--- src/rtl/servo_slew.sv ---
// APB3 servo slew limiter: walks yaw/pitch duties toward software targets
// by a programmable step once per tick, feeding PWM compare values.
module servo_slew #(
    parameter int unsigned TICK_DIV   = 100000,
    parameter int unsigned DUTY_MIN   = 100000,
    parameter int unsigned DUTY_MAX   = 200000,
    parameter int unsigned DUTY_RESET = 150000,
    parameter int unsigned STEP_RESET = 100
) (
    input  logic        PCLK,
    input  logic        PRESET,
    input  logic        PSEL,
    input  logic        PENABLE,
    input  logic        PWRITE,
    input  logic [31:0] PADDR,
    input  logic [31:0] PWDATA,
    output logic [31:0] PRDATA,
    output logic        PREADY,
    output logic        PSLVERR,
    output logic [31:0] yaw_duty,
    output logic [31:0] pitch_duty,
    output logic        duty_valid,
    output logic [1:0]  busy
);

    localparam int unsigned CW = $clog2(TICK_DIV);
    localparam logic [CW-1:0] L_LAST = CW'(TICK_DIV - 1);
    localparam logic [31:0] L_MIN = 32'(DUTY_MIN);
    localparam logic [31:0] L_MAX = 32'(DUTY_MAX);
    localparam logic [31:0] L_RST = 32'(DUTY_RESET);
    localparam logic [31:0] L_STP = 32'(STEP_RESET);

    logic [31:0]   r_tgt_yaw;
    logic [31:0]   r_tgt_pitch;
    logic [31:0]   r_step;
    logic          r_enable;
    logic          r_snap;
    logic [CW-1:0] r_cnt;
    logic [31:0]   r_yaw;
    logic [31:0]   r_pitch;
    logic [31:0]   r_prdata;
    logic          r_dv;

    logic          w_wr;
    logic          w_rd;
    logic          w_mapped;
    logic          w_tick;
    logic [31:0]   w_rdata;
    logic [31:0]   w_yaw_nxt;
    logic [31:0]   w_pitch_nxt;
    logic [1:0]    w_busy;
    logic          w_unused_bits;

    // Move cur toward tgt by at most step; difference first so no wrap.
    function automatic logic [31:0] f_walk(
        input logic [31:0] cur,
        input logic [31:0] tgt,
        input logic [31:0] step
    );
        logic [31:0] d;
        logic [31:0] inc;
        d   = (cur < tgt) ? (tgt - cur) : (cur - tgt);
        inc = (step < d) ? step : d;
        return (cur < tgt) ? (cur + inc) : (cur - inc);
    endfunction

    // Targets are held inside the legal servo pulse window.
    function automatic logic [31:0] f_clamp(input logic [31:0] v);
        if (v < L_MIN) return L_MIN;
        if (v > L_MAX) return L_MAX;
        return v;
    endfunction

    assign w_wr   = PSEL & PENABLE & PWRITE;
    assign w_rd   = PSEL & ~PENABLE & ~PWRITE;
    assign w_tick = r_enable & (r_cnt == L_LAST);
    assign w_busy = {r_pitch != r_tgt_pitch, r_yaw != r_tgt_yaw};
    assign w_unused_bits = ^PADDR[31:8];

    assign PRDATA     = r_prdata;
    assign PREADY     = 1'b1;
    assign PSLVERR    = PSEL & PENABLE & ~w_mapped;
    assign yaw_duty   = r_yaw;
    assign pitch_duty = r_pitch;
    assign duty_valid = r_dv;
    assign busy       = w_busy;

    // Address decode and read-data mux from registered state.
    always_comb begin
        w_mapped = 1'b1;
        w_rdata  = '0;
        case (PADDR[7:0])
            8'h00: w_rdata = r_tgt_yaw;
            8'h04: w_rdata = r_tgt_pitch;
            8'h08: w_rdata = r_step;
            8'h0C: w_rdata = {22'd0, w_busy, 7'd0, r_enable};
            8'h10: w_rdata = r_yaw;
            8'h14: w_rdata = r_pitch;
            default: begin
                w_mapped = 1'b0;
                w_rdata  = '0;
            end
        endcase
    end

    // Next current duties: snap beats step==0 tracking beats tick walk.
    always_comb begin
        w_yaw_nxt   = r_yaw;
        w_pitch_nxt = r_pitch;
        if (r_snap || (r_enable && r_step == '0)) begin
            w_yaw_nxt   = r_tgt_yaw;
            w_pitch_nxt = r_tgt_pitch;
        end else if (w_tick) begin
            w_yaw_nxt   = f_walk(r_yaw, r_tgt_yaw, r_step);
            w_pitch_nxt = f_walk(r_pitch, r_tgt_pitch, r_step);
        end
    end

    // APB register writes and registered read data.
    always_ff @(posedge PCLK) begin
        if (PRESET) begin
            r_tgt_yaw   <= L_RST;
            r_tgt_pitch <= L_RST;
            r_step      <= L_STP;
            r_enable    <= 1'b1;
            r_snap      <= 1'b0;
            r_prdata    <= '0;
        end else begin
            r_snap <= 1'b0;
            if (w_rd) begin
                r_prdata <= w_rdata;
            end
            if (w_wr) begin
                case (PADDR[7:0])
                    8'h00: r_tgt_yaw   <= f_clamp(PWDATA);
                    8'h04: r_tgt_pitch <= f_clamp(PWDATA);
                    8'h08: r_step      <= PWDATA;
                    8'h0C: begin
                        r_enable <= PWDATA[0];
                        r_snap   <= PWDATA[1];
                    end
                    default: ;
                endcase
            end
        end
    end

    // Tick prescaler, parked at zero while disabled.
    always_ff @(posedge PCLK) begin
        if (PRESET || !r_enable || r_cnt == L_LAST) begin
            r_cnt <= '0;
        end else begin
            r_cnt <= r_cnt + 1'b1;
        end
    end

    // Current duties and the change strobe that follows them.
    always_ff @(posedge PCLK) begin
        if (PRESET) begin
            r_yaw   <= L_RST;
            r_pitch <= L_RST;
            r_dv    <= 1'b0;
        end else begin
            r_yaw   <= w_yaw_nxt;
            r_pitch <= w_pitch_nxt;
            r_dv    <= (w_yaw_nxt != r_yaw) || (w_pitch_nxt != r_pitch);
        end
    end

endmodule

--- config.mk ---
export PLATFORM = sky130hd
export DESIGN_NAME = servo_slew
export DESIGN_NICKNAME = d
export VERILOG_FILES = /design/src/rtl/servo_slew.sv
export SDC_FILE = /design/constraint.sdc
export NUM_CORES = 1
export LEC_CHECK = 0
export ABC_AREA = 1
export CORE_ASPECT_RATIO = 0.75
export CORE_MARGIN = 2
export CORE_UTILIZATION = 50
export DETAILED_ROUTE_END_ITERATION = 10
export PLACE_DENSITY = 0.7
export SLEW_MARGIN = 40
export SYNTH_ARGS = -nofsm -noshare
export SYNTH_HDL_FRONTEND = slang
export SYNTH_SLANG_ARGS = --single-unit
--- constraint.sdc ---
create_clock -name PCLK -period 14.8 [get_ports PCLK]
set_clock_uncertainty 0.2 [all_clocks]
set_input_delay 2.22 -clock PCLK [delete_from_list [all_inputs] [get_ports PCLK]]
set_output_delay 2.22 -clock PCLK [all_outputs]
set_load 0.005 [all_outputs]
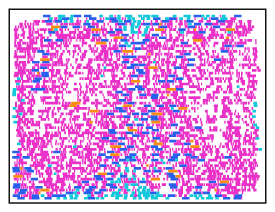
(placement by cell class)
(1 px per um)
[remaining logic cells] magenta | cells: 3420
[remaining buffers and delay cells] cyan | cells: 167
[clock drivers and dummy loads] orange | cells: 46
[registers] blue | cells: 212
post-route core utilization: 0.5698
cell area after layout: 26420 um2
register share of the cell area: 0.1606
number of cell rows: 68
CORE AREA: 46370 um2

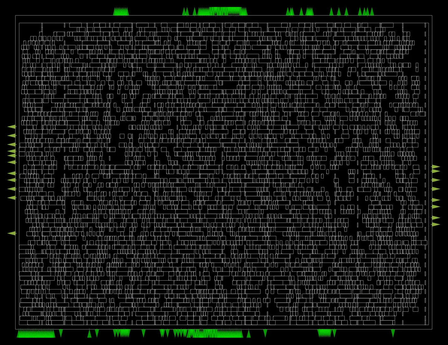
(placement view)
number of sequential cells: 212
Final Non-Filler Cells: 4475
tap cells: 630
filler instances: 4748

==> flow_summary.yaml <==
# yosys + openroad results
outcome:
  result_of_the_run: "complete, no violations"
pwr:
  switching_part_of_the_total: 0.3931
  total_switching_power_mw: 0.7670
  seq-power_mw: 0.572
  pwr.group.clock_mw: 0.685
  comb_power_frac: 0.356
  pwr-share-clk: 0.351
  power.internal_mw: 1.184
  sequentialPowerShare: 0.293
  power_density_nw_per_um2: 73.85
  top_power_group: "combinational logic"
synth:
  netlist_area_um2: 23640
  ys_seq_frac: 0.1795
  syn_avg_cell_area_um2: 6.289
  most_common_cell: "sky130_fd_sc_hd__nand2_1"
  ys_top_cells_by_area: "sky130_fd_sc_hd__dfxtp_1 (18%), sky130_fd_sc_hd__ha_1 (13%), sky130_fd_sc_hd__nand2_1 (12%)"
  yosysTopAreaCellShare: 0.1795
  post_synth_num_cell_types: 60
  post_synth_main_logic_family: "AND-OR/OR-AND gates"
  muxShareOfSynthArea: 0.005081
  most_numerous_cell_types_in_the_synthesized_netlist: "sky130_fd_sc_hd__nand2_1 (767), sky130_fd_sc_hd__inv_1 (478), sky130_fd_sc_hd__a21oi_1 (444)"
  and_or_or_and_share_of_the_synthesized_area: 0.2518
  synth-seq-cells: 212
  synth-simple-area-share: 0.2455
setup_path:
  required_ps: 15050
  critPathLaunch: "pitch_duty[19]"
  timing.critical_path.mode_cell: "sky130_fd_sc_hd__nand2_1"
  critical-path-slowest-cell: "sky130_fd_sc_hd__dfxtp_1"
  timing.rr.start: "pitch_duty[19]"
  largest_incremental_delay_on_the_critical_path_ps: 520
placed_design:
  gp_congestion: 1.024
  place_hpwl_um: 79900
  post-place-ws_ps: 3327
  buffers_added_on_ports: 144
final_layout:
  final_cell_mix: "sky130_fd_sc_hd__nand2_1 (766), sky130_fd_sc_hd__inv_1 (475), sky130_fd_sc_hd__a21oi_1 (443)"
  bufAreaShareNonClock: 0.06127
  clock_tree_area_fraction: 0.03277
  syn_to_final_growth_pct: 11.76
  layout.non_clock_inverters: 487
  layout.area.seq_um2: 4244
  logic_area_um2: 17070
grt:
  grt_usage: 0.3975
  grt_max_degree: 84
  grt_pass1_wl_um: 146200
route:
  dr.max_layer_used: "met4"
  detail_route.first_pass.iterations: 6
clocking:
  cts_hold_buffers: 0
  clk_transition_reported_paths_ps: 60
  htree_num_levels: 1
  tritoncts: "yes"
  cts_sinks: 212
  clockBufferDepth: 3
floorplanning:
  boundaryPins: 170
  die_width_um: 255.1
  fp_util: 0.5098
sta:
  final.setup.tns_ps: 0
  maximum_clock_rate_mhz: 84.11
  holdWs_ps: 249.9
job:
  drv.max_cap_violation_count: 0
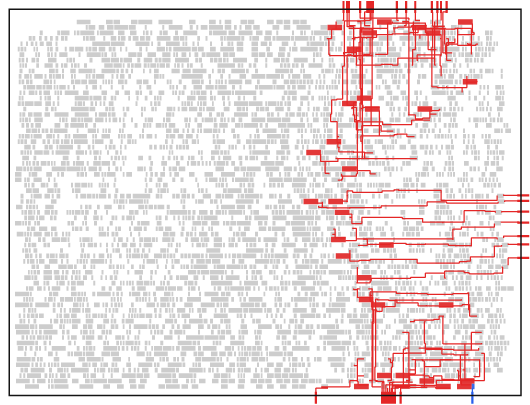
(I/O nets highlighted)
(2 px per um)
[PREADY] blue | bits: 1 | direction: output | edge: bottom | end cells: 1 | wire: 2.90 um
[pitch_duty] red | bits: 32 | direction: output | edge: 15 top, 10 bottom, 7 right | end cells: 32 | wire: 3130 um

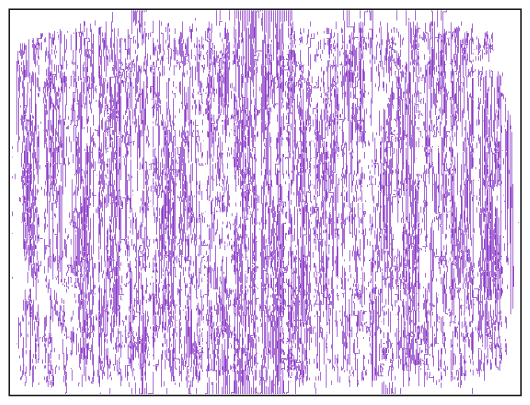
(signal wires on met2)
(2 px per um)
wire length on this layer: 37.9 mm
main direction: vertical
share of all routed wire: 38%
via count of the routed design: 26560
met2 track utilization from global routing: 0.5466
post-detailed-routing wire length: 99300 um

==> path summary, 6_finish.rpt <==
check | end | slack, ps | cells past startpoint
worst max-delay path | duty_valid | 2910 | 55
worst min-delay path | r_cnt[0] | 250 | 1
worst max register to register | duty_valid | 2910 | 55
worst min register to register | r_cnt[0] | 250 | 1
==> registers in the layout, indices dropped and copies added, names as in the netlist <==
register / flops
PRDATA: 32
duty_valid: 1
pitch_duty: 32
r_cnt: 17
r_enable: 1
r_snap: 1
r_step: 32
r_tgt_pitch: 32
r_tgt_yaw: 32
yaw_duty: 32
==> cell families (layout without fill, tap and decap cells) <==
logic type	Yosys count	in the layout
xor+xnor	222	222
simple gates	1390	1390
mux	12	12
other cells	1	1
buf+inv	614	700
flops	212	212
compound gates	1055	1055
fa+ha+maj	253	253
Power figures rest on the tool's default switching activity, not on a simulated workload.
